===== src/rtl/ex_mem.sv =====
// ex_mem: EX -> MEM pipeline register for the 64-bit 5-stage core.
// It captures the EX control bits, the ALU result, the store data and the
// destination register index on every rising edge. Every output comes
// straight from a flop.
// Optional macro EX_MEM_HAZARD_EN adds the stall (hold) and flush (bubble)
// inputs. Priority on each edge is reset > flush > stall > load.
module ex_mem #(
    parameter int DATA_W = 64,
    parameter int REG_W  = 5
) (
    input  logic              clk,
    input  logic              reset,
    input  logic              RegWrite,
    input  logic              MemtoReg,
    input  logic              MemWrite,
    input  logic [DATA_W-1:0] AluResult,
    input  logic [DATA_W-1:0] Datain,
    input  logic [REG_W-1:0]  Rd_in,
`ifdef EX_MEM_HAZARD_EN
    input  logic              stall,
    input  logic              flush,
`endif
    output logic              RegWrite_Out,
    output logic              MemtoReg_Out,
    output logic              MemWrite_Out,
    output logic [DATA_W-1:0] AluOut,
    output logic [DATA_W-1:0] DataOut,
    output logic [REG_W-1:0]  Rd_out
);

    logic              reg_write_q, reg_write_d;
    logic              mem_to_reg_q, mem_to_reg_d;
    logic              mem_write_q, mem_write_d;
    logic [DATA_W-1:0] alu_q, alu_d;
    logic [DATA_W-1:0] data_q, data_d;
    logic [REG_W-1:0]  rd_q, rd_d;

    // Next-state selection. The default is a plain load. A flush keeps the
    // data fields but kills the control bits, so the bubble cannot write
    // memory or the register file.
    always_comb begin
        reg_write_d  = RegWrite;
        mem_to_reg_d = MemtoReg;
        mem_write_d  = MemWrite;
        alu_d        = AluResult;
        data_d       = Datain;
        rd_d         = Rd_in;
`ifdef EX_MEM_HAZARD_EN
        if (flush) begin
            reg_write_d  = 1'b0;
            mem_to_reg_d = 1'b0;
            mem_write_d  = 1'b0;
        end else if (stall) begin
            reg_write_d  = reg_write_q;
            mem_to_reg_d = mem_to_reg_q;
            mem_write_d  = mem_write_q;
            alu_d        = alu_q;
            data_d       = data_q;
            rd_d         = rd_q;
        end
`endif
    end

    // Pipeline state. A synchronous reset clears every field.
    always_ff @(posedge clk) begin
        if (reset) begin
            reg_write_q  <= 1'b0;
            mem_to_reg_q <= 1'b0;
            mem_write_q  <= 1'b0;
            alu_q        <= '0;
            data_q       <= '0;
            rd_q         <= '0;
        end else begin
            reg_write_q  <= reg_write_d;
            mem_to_reg_q <= mem_to_reg_d;
            mem_write_q  <= mem_write_d;
            alu_q        <= alu_d;
            data_q       <= data_d;
            rd_q         <= rd_d;
        end
    end

    assign RegWrite_Out = reg_write_q;
    assign MemtoReg_Out = mem_to_reg_q;
    assign MemWrite_Out = mem_write_q;
    assign AluOut       = alu_q;
    assign DataOut      = data_q;
    assign Rd_out       = rd_q;

endmodule


===== config.mk =====
export PLATFORM = sky130hd
export DESIGN_NAME = ex_mem
export DESIGN_NICKNAME = d
export VERILOG_FILES = /design/src/rtl/ex_mem.sv
export SDC_FILE = /design/constraint.sdc
export NUM_CORES = 1
export LEC_CHECK = 0
export CAP_MARGIN = 40
export CORE_MARGIN = 10
export CORE_UTILIZATION = 36
export DETAILED_ROUTE_END_ITERATION = 16
export HOLD_SLACK_MARGIN = 0.02
export PLACE_DENSITY = 0.92
export SYNTH_ARGS = -nofsm -noshare
export SYNTH_HDL_FRONTEND = slang
export SYNTH_SLANG_ARGS = --single-unit

===== constraint.sdc =====
create_clock -name clk -period 1.28 [get_ports clk]
set_input_delay 0.128 -clock clk [delete_from_list [all_inputs] [get_ports clk]]
set_output_delay 0.128 -clock clk [all_outputs]
set_load 0.02 [all_outputs]

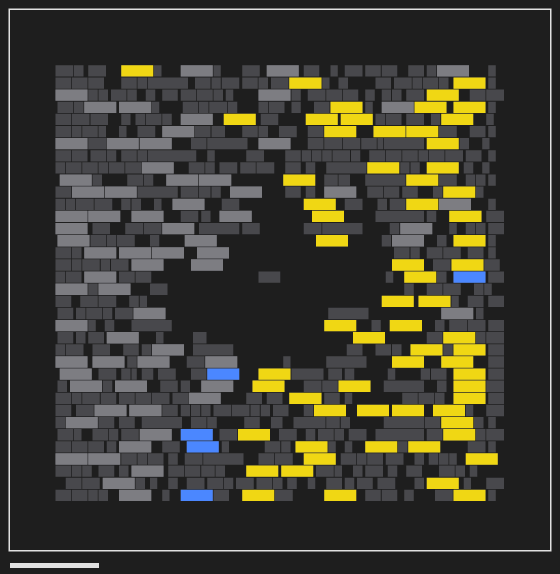
run_1/ff_map.png
The bar under the picture is 20 um long. Other sequential cells in the stronger gray, the rest of the logic in the fainter gray.
Key: yellow = AluOut [sequential cells 64]; blue = Rd_out [sequential cells 5]
FF+latch area: 2720 um2
Seq area share: 39.1%
Seq. pwr: 4.53 mW
fin util: 70.6%

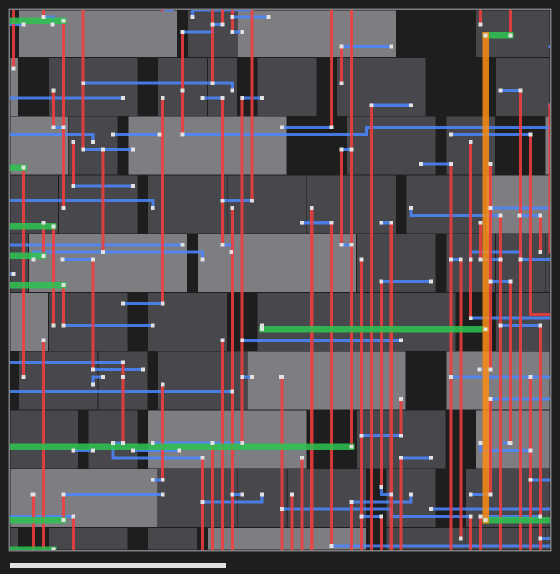
run_1/closeup.png
The bar under the picture is 10 um long. Window x 18 to 43, y 18 to 43 um. Cells in gray, sequential cells in the stronger gray; small squares are vias.
Key: red = M2; blue = M1; green = M3; orange = M4
Most frequent: clkdlybuf4s50_1 (13), nor2b_1 (10). 44 logic cells have their middle in the window. Sequential cells in the window: 9. Netlist names of flops here include DataOut (8), Rd_out (1).

==> results_dict.tcl, run 1 <==
# yosys + openroad results
set metrics [dict create \
    pwr-share-comb_pct 12.2 \
    postCtsSetupBuffers 0 \
    via_count 2956 \
    hpwlAfterDp_mm 10.7 \
    die_y_um 121 \
    synth_seq_share_pct 74.0 \
    p_int_mw 8.18 \
    path_max_fanout 1 \
    highest_layer "met4" \
    synth-async-reset-ratio_pct 0 \
    p_seq_share_pct 42.5 \
    yosys_warnings 0 \
    synthTopCellsByArea "dfxtp_1 74%, nor2b_1 23%, buf_6 1.5%" \
    run_status "finished clean" \
    synth-simple-area-share_pct 23.1 \
    drive_above_1_share_pct 28.8 \
    adder_share_pct 0 \
    critPathTopFamily "flip-flops" \
    logic_family "simple AND/OR/NAND/NOR gates" \
    synth_top_area_share_pct 74.0 \
    slowest_delay_ps 330 \
    fin_crit_sh_pct 96.6 \
    ys_sh_aoi_pct 0 \
    wl_mm 13.9 \
    drv_slew 0 \
    grt_pass1_wl_mm 20.5 \
    pwr-share-clk_pct 45.3 \
    ant_nets 0 \
    hold_class "in -> reg" \
    fin_crit_ps 1240 \
]
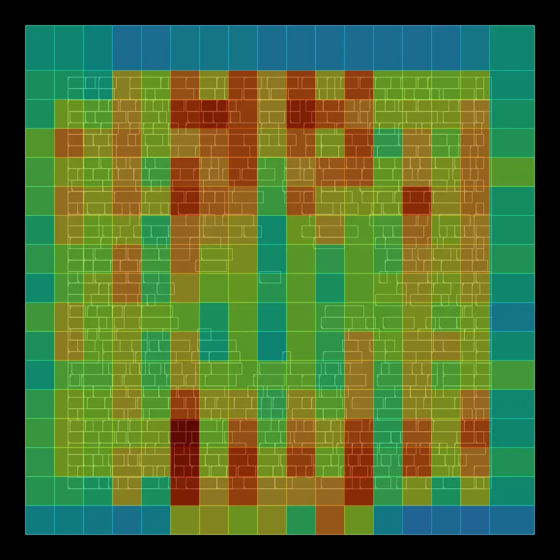
run_1/congestion_map.png
Top Usage Layer GRT: met2
total track usage: 18.7%
met1 Use GR: 16.0%
met2 GRT Util: 34.6%

run 1: how the worst max path moves through the flow:
stage	start	to	slack [ps]	cells past startpoint
2_1_floorplan	reset	AluOut[22]	590	4
3_3_place_gp	DataOut[12]	DataOut[12]	210	1
3_5_place_dp	AluOut[4]	AluOut[4]	210	1
4_1_cts	DataOut[8]	DataOut[8]	0.3	1
5_1_grt	DataOut[34]	DataOut[34]	0.2	1
6_report	DataOut[60]	DataOut[60]	40	1
run 1: layout make-up:
class / count / area share [%]
well taps: 133 / 2.39
clock buffers: 19 / 6.06
flip-flops and latches: 136 / 39.1
multi-input cells: 136 / 12.2
clock inverters: 13 / 2.44
repair buffers: 275 / 37.8
run 1: cell families after synthesis:
family | count (synthesis)
buffers and inverters | 15
DFF | 136
and+or+nand+nor | 136
run 1: routing by layer:
| metal | vias up | GRT usage (%) |
|---|---|---|
| met5 | - | 0 |
| met4 | 0 | 6.71 |
| met3 | 16 | 11.4 |
| met2 | 181 | 34.6 |
| met1 | 1336 | 16.0 |
| li1 | 1423 | - |
run 1: placed cells by master (no fill, tap or decap):
master,count
clkdlybuf4s15_2,85
buf_2,16
clkdlybuf4s50_1,136
bufinv_16,3
dfxtp_1,136
clkinvlp_4,3
clkbuf_1,2
clkbuf_2,33
clkbuf_16,16
buf_4,1
buf_12,2
inv_6,4
nor2b_1,136
clkbuf_8,1
clkinv_4,2
clkinv_2,1
clkdlybuf4s15_1,2
run 1: power by group through the flow:
stage / sequential (mW) / combinational (mW) / clock (mW)
finish: 4.53 / 1.30 / 4.83
global placement: 4.61 / 1.39 / 0
floorplan: 4.91 / 0.211 / 0
detailed placement: 4.62 / 1.42 / 0
global route: 4.55 / 1.38 / 5.14
CTS: 4.53 / 1.36 / 4.94
run 1: flip-flops by register name (all words and copies together), names as in the netlist:
register      count
AluOut           64
DataOut          64
MemWrite_Out      1
MemtoReg_Out      1
Rd_out            5
RegWrite_Out      1
run 1: per-stage QoR:
stage | hold WS, ps | std cells | setup slack, ps | area (um2)
after floorplan | 256 | 287 | 589 | 3680
after global placement | 617 | 680 | 210 | 6510
after detailed placement | 627 | 680 | 209 | 6510
after CTS | 87.1 | 712 | 0.302 | 7220
after global routing | 109 | 712 | 0.209 | 6960
final | 94.6 | 712 | 43.5 | 6960
run 1: repair_timing:
item	in CTS	in global routing
endpoints found under the setup margin	136	48
pin swaps	0	0
resized	374	51
==> run 2: changes to the inputs <==
Settings changed: ABC_CLOCK_PERIOD_IN_PS set to 1280.
==> run 2 against run 1 <==
  * Power is the same
  * Area after synthesis unchanged
  * Via count stayed put
  * Critical path depth is the same
  * Largest power group unchanged
  * Global-route usage unchanged
  * Worst hold slack stayed put
  * Die area did not move
  * Maximum frequency unchanged
  * Sequential power is essentially flat
  * Sequential share of layout area unchanged
  * First-iteration DRC count stayed put
  * Setup slack is the same
  * Largest cell class unchanged
==> results_dict.tcl, run 2 <==
# yosys + openroad results
set metrics [dict create \
    run_status "finished clean" \
    hpwlAfterDp_mm 10.7 \
    grt_use_met1_pct 16.0 \
    whs_ps 94.6 \
    ant_nets 0 \
    worstSetupPathType "reg -> out" \
    grt_busiest_layer "met2" \
    ys.flop_type "dfxtp_1" \
    die_width_um 121 \
    fin_crit_sh_pct 96.6 \
    slowest_delay_ps 330 \
    adder_share_pct 0 \
    gr-usage-met2_pct 34.6 \
    final_cell_mix "136 x dfxtp_1, 136 x nor2b_1, 136 x clkdlybuf4s50_1, 85 x clkdlybuf4s15_2, 33 x clkbuf_2" \
    critPathTopFamily "flip-flops" \
    hold_class "in -> reg" \
    clockRootBuffer "clkbuf_8" \
    maxSlewHeadroom_pct 78.3 \
    port_buffers 273 \
    ys_sh_aoi_pct 0 \
    yosys_warnings 0 \
    fin_crit_ps 1240 \
    synthMuxAreaShare_pct 0 \
    seqCellArea_um2 2720 \
    synth-async-reset-ratio_pct 0 \
    fin_area_um2 6960 \
    drive_above_1_share_pct 28.8 \
    synthTopCellsByArea "dfxtp_1 74%, nor2b_1 23%, buf_6 1.5%" \
    die_y_um 121 \
    path_max_fanout 1 \
    postPlaceCellArea_um2 6510 \
    cpMaxStageDelayCell "dfxtp_1" \
    synth_seq_share_pct 74.0 \
    synth_top_area_share_pct 74.0 \
    logic_family "simple AND/OR/NAND/NOR gates" \
    gp_congestion 0.784 \
    drt-vias-per-instance 4.15 \
    wl_mm 13.9 \
    via_count 2956 \
    postLayoutCoreUtil_pct 70.6 \
    setup_violations 0 \
    crit_path_cell_trace "clkdlybuf4s15_2" \
    drv_slew 0 \
    synth-simple-area-share_pct 23.1 \
    grt_usage_pct 18.7 \
    die_area_um2 14700 \
]
[run 2: cell counts after synthesis]
Identical to the previous run, type by type.
[run 2: area by class of cell]
type                            instances  share of cell area, %
Sequential cell                       136                   39.1
Clock buffer                           19                   6.06
Timing Repair Buffer                  275                   37.8
Clock inverter                         13                   2.44
Tap cell                              133                   2.39
Multi-Input combinational cell        136                   12.2
[run 2: how the worst max path moves through the flow]
stage	depth (start not counted)	end	slack, ps	startpoint
after CTS	1	DataOut[8]	0.3	DataOut[8]
after global placement	1	DataOut[12]	210	DataOut[12]
after global routing	1	DataOut[34]	0.2	DataOut[34]
after detailed placement	1	AluOut[4]	210	AluOut[4]
final	1	DataOut[60]	40	DataOut[60]
after floorplan	4	AluOut[22]	590	reset
[run 2: where the power goes]
group | internal (mW) | switching (mW)
Sequential | 4.46 | 0.0682
Clock | 2.99 | 1.84
Combinational | 0.720 | 0.579
Total | 8.18 | 2.49
[run 2: cells by family (layout without fill, tap and decap cells)]
kind of cell	Yosys count	after routing
buffers and inverters	15	307
flip-flops	136	136
AND/OR/NAND/NOR	136	136
[run 2: routing by layer]
layer | vias up | wire (um)
li1 | 1423 | -
met1 | 1336 | 4480
met5 | - | 0
met2 | 181 | 7390
met4 | 0 | 182
met3 | 16 | 1800
[run 2: through the flow]
stage                     setup WS [ps]  instances
after detailed placement            209        680
after global routing              0.209        712
after CTS                         0.302        712
final                              43.5        712
after floorplan                     589        287
after global placement              210        680
[run 2: repair_timing]
item	CTS	global route
resized	374	51
setup buffers	0	0
endpoints found under the setup margin	136	48
endpoints found under the hold margin	0	0
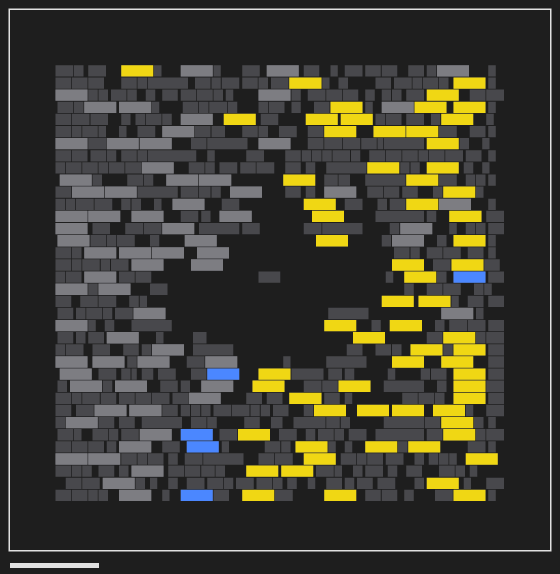
run_2/ff_map.png
The bar under the picture is 20 um long. Other sequential cells in the stronger gray, the rest of the logic in the fainter gray.
Key: blue = Rd_out [sequential cells 5]; yellow = AluOut [sequential cells 64]

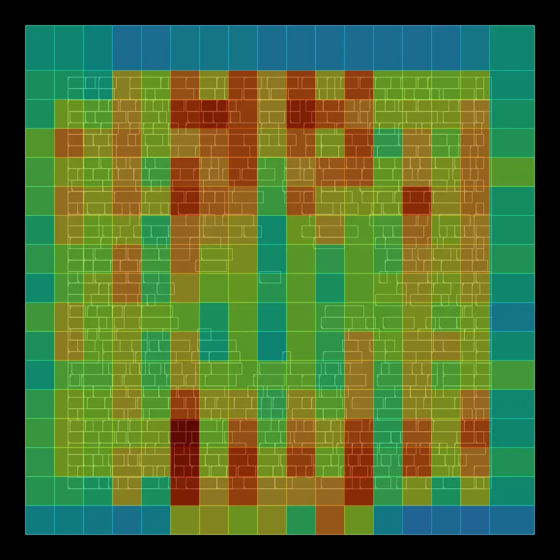
run_2/congestion_map.png
GRT met3 Usage: 11.4%
DR WL/cell: 19.5 um

==> run 3: changes to the inputs <==
Settings changed: MAX_ROUTING_LAYER set to met4.
==> run 3 against run 2 <==
  * Critical path depth did not move
  * Utilization fell by 0.13 points
  * Combinational power barely moved
  * Largest power group unchanged
  * Global-route usage rose by 0.53 points
  * Setup slack improved by 1.9 ps
  * Flip-flop count did not move
  * Non-clock buffer count did not move
  * Clock power barely moved
  * Clock-buffer cell count did not move
==> results_dict.tcl, run 3 <==
# yosys + openroad results
set metrics [dict create \
    pwr-share-comb_pct 12.2 \
    die_area_um2 14700 \
    setup_violations 0 \
    rows 36 \
    crit_path_cell_trace "clkdlybuf4s15_2" \
    seqCellArea_um2 2720 \
    pwr-share-clk_pct 45.3 \
    synth-async-reset-ratio_pct 0 \
    die_width_um 121 \
    fmax_ghz 0.810 \
    first_pass_iters 4 \
    worstSetupPathType "reg -> out" \
    p_int_mw 8.17 \
    whs_ps 94.8 \
    critical_path.startpoint "DataOut[60]" \
    critPathTopFamily "flip-flops" \
    wl_per_cell_um 19.4 \
    die_y_um 121 \
    gp_congestion 0.795 \
    drive_above_1_share_pct 28.8 \
    ys_chip_area_um2 3680 \
    postPlaceCellArea_um2 6510 \
    path_max_fanout 1 \
    run_status "finished clean" \
    grt_antenna_before_repair 0 \
    slowest_delay_ps 330 \
    clockRootBuffer "clkbuf_8" \
    grt_pass1_wl_mm 20.3 \
    synthTopCellsByArea "dfxtp_1 74%, nor2b_1 23%, buf_6 1.5%" \
    yosys_warnings 0 \
    drv_slew 0 \
    grt_usage_pct 19.3 \
    hold_class "in -> reg" \
    ys.flop_type "dfxtp_1" \
    switchingPower_mw 2.48 \
    ir_drop_uv 785 \
    holdCritStartpoint "reset" \
    port_buffers 273 \
    drt-vias-per-instance 4.13 \
    fin_crit_sh_pct 96.5 \
    sw_frac_of_total_pct 23.3 \
    hpwlAfterDp_mm 10.7 \
    postLayoutCoreUtil_pct 70.5 \
    p_seq_share_pct 42.5 \
    synth_top_area_share_pct 74.0 \
    cpMaxStageDelayCell "dfxtp_1" \
    fin_crit_ps 1230 \
]
==> run 3: cell counts after synthesis <==
Identical to the previous run, type by type.
==> run 3: kinds of logic after synthesis <==
family | share of synthesized area (%)
buffers and inverters | 2.89
DFF | 74.0
and+or+nand+nor | 23.1
==> run 3: power by group through the flow <==
| stage | sequential [mW] | clock [mW] | combinational [mW] |
|---|---|---|---|
| finish | 4.53 | 4.83 | 1.30 |
| global route | 4.55 | 5.13 | 1.38 |
| CTS | 4.53 | 4.94 | 1.36 |
| detailed placement | 4.62 | 0 | 1.42 |
| global placement | 4.61 | 0 | 1.39 |
| floorplan | 4.91 | 0 | 0.211 |
==> run 3: worst paths after layout <==
path | cells past startpoint | slack [ps] | endpoint
max | 1 | 50 | DataOut[60]
min | 3 | 90 | AluOut[6]
==> run 3: what timing repair did <==
| action | CTS | global route |
|---|---|---|
| gates cloned | 0 | 0 |
| setup buffers | 0 | 0 |
| resized | 374 | 53 |
| endpoints found under the setup margin | 136 | 50 |
==> run 3: layout make-up <==
cell class	count	area share (%)
Sequential cell	136	39.2
Timing Repair Buffer	275	37.7
Multi-Input combinational cell	136	12.2
Clock buffer	19	6.07
Clock inverter	13	2.45
Tap cell	133	2.39
==> run 3: metrics by stage <==
step / std cells / setup WS (ps) / total power, mW
6_report: 712 / 45.4 / 10.7
5_1_grt: 712 / 0.464 / 11.1
4_1_cts: 712 / 0.302 / 10.8
3_5_place_dp: 680 / 209 / 6.05
3_3_place_gp: 680 / 210 / 6.00
2_1_floorplan: 287 / 589 / 5.12
==> run 3: per-layer routing <==
| layer | global-route usage, % | vias up | wire length (um) |
|---|---|---|---|
| li1 | - | 1423 | - |
| met1 | 17.2 | 1326 | 4840 |
| met2 | 34.6 | 177 | 7370 |
| met3 | 9.49 | 18 | 1450 |
| met4 | 6.71 | 0 | 177 |
| met5 | - | - | 0 |
==> run 3: tightest hold or removal path: stages <==
cell and delay [ps]:
buf_4 130, buf_12 180, nor2b_1 120
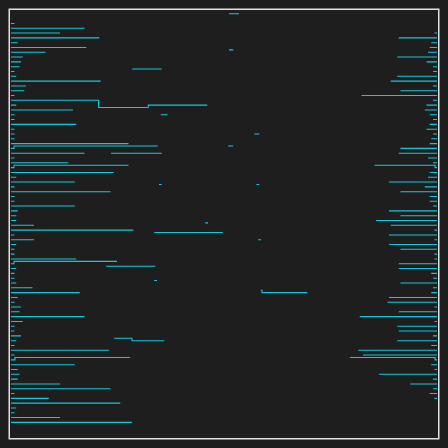
run_3/m3.png
The layer holds 10% of the routed length. 163 nets have wire on it. The layer carries 1450 um of wire. The wires run mostly horizontal. The longest straight run is 40.5 um.
GRT met3 Usage: 9.49%
via count: 2944
total wire length: 13.8 mm

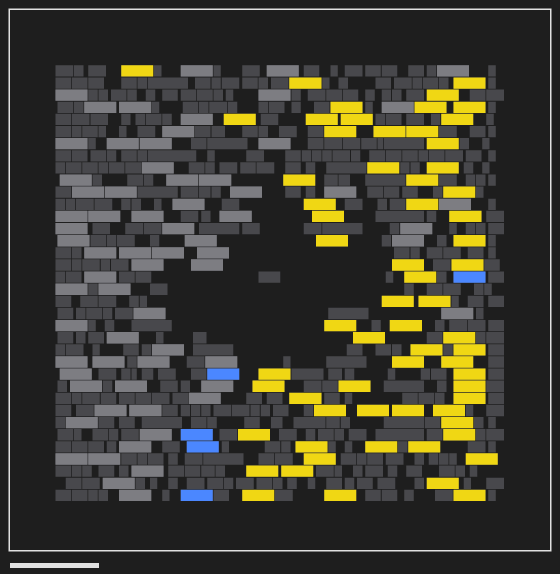
run_3/ff_map.png
The bar under the picture is 20 um long. Other sequential cells in the stronger gray, the rest of the logic in the fainter gray.
Key: blue = Rd_out [sequential cells 5]; yellow = AluOut [sequential cells 64]

Power figures rest on the tool's default switching activity, not on a simulated workload.
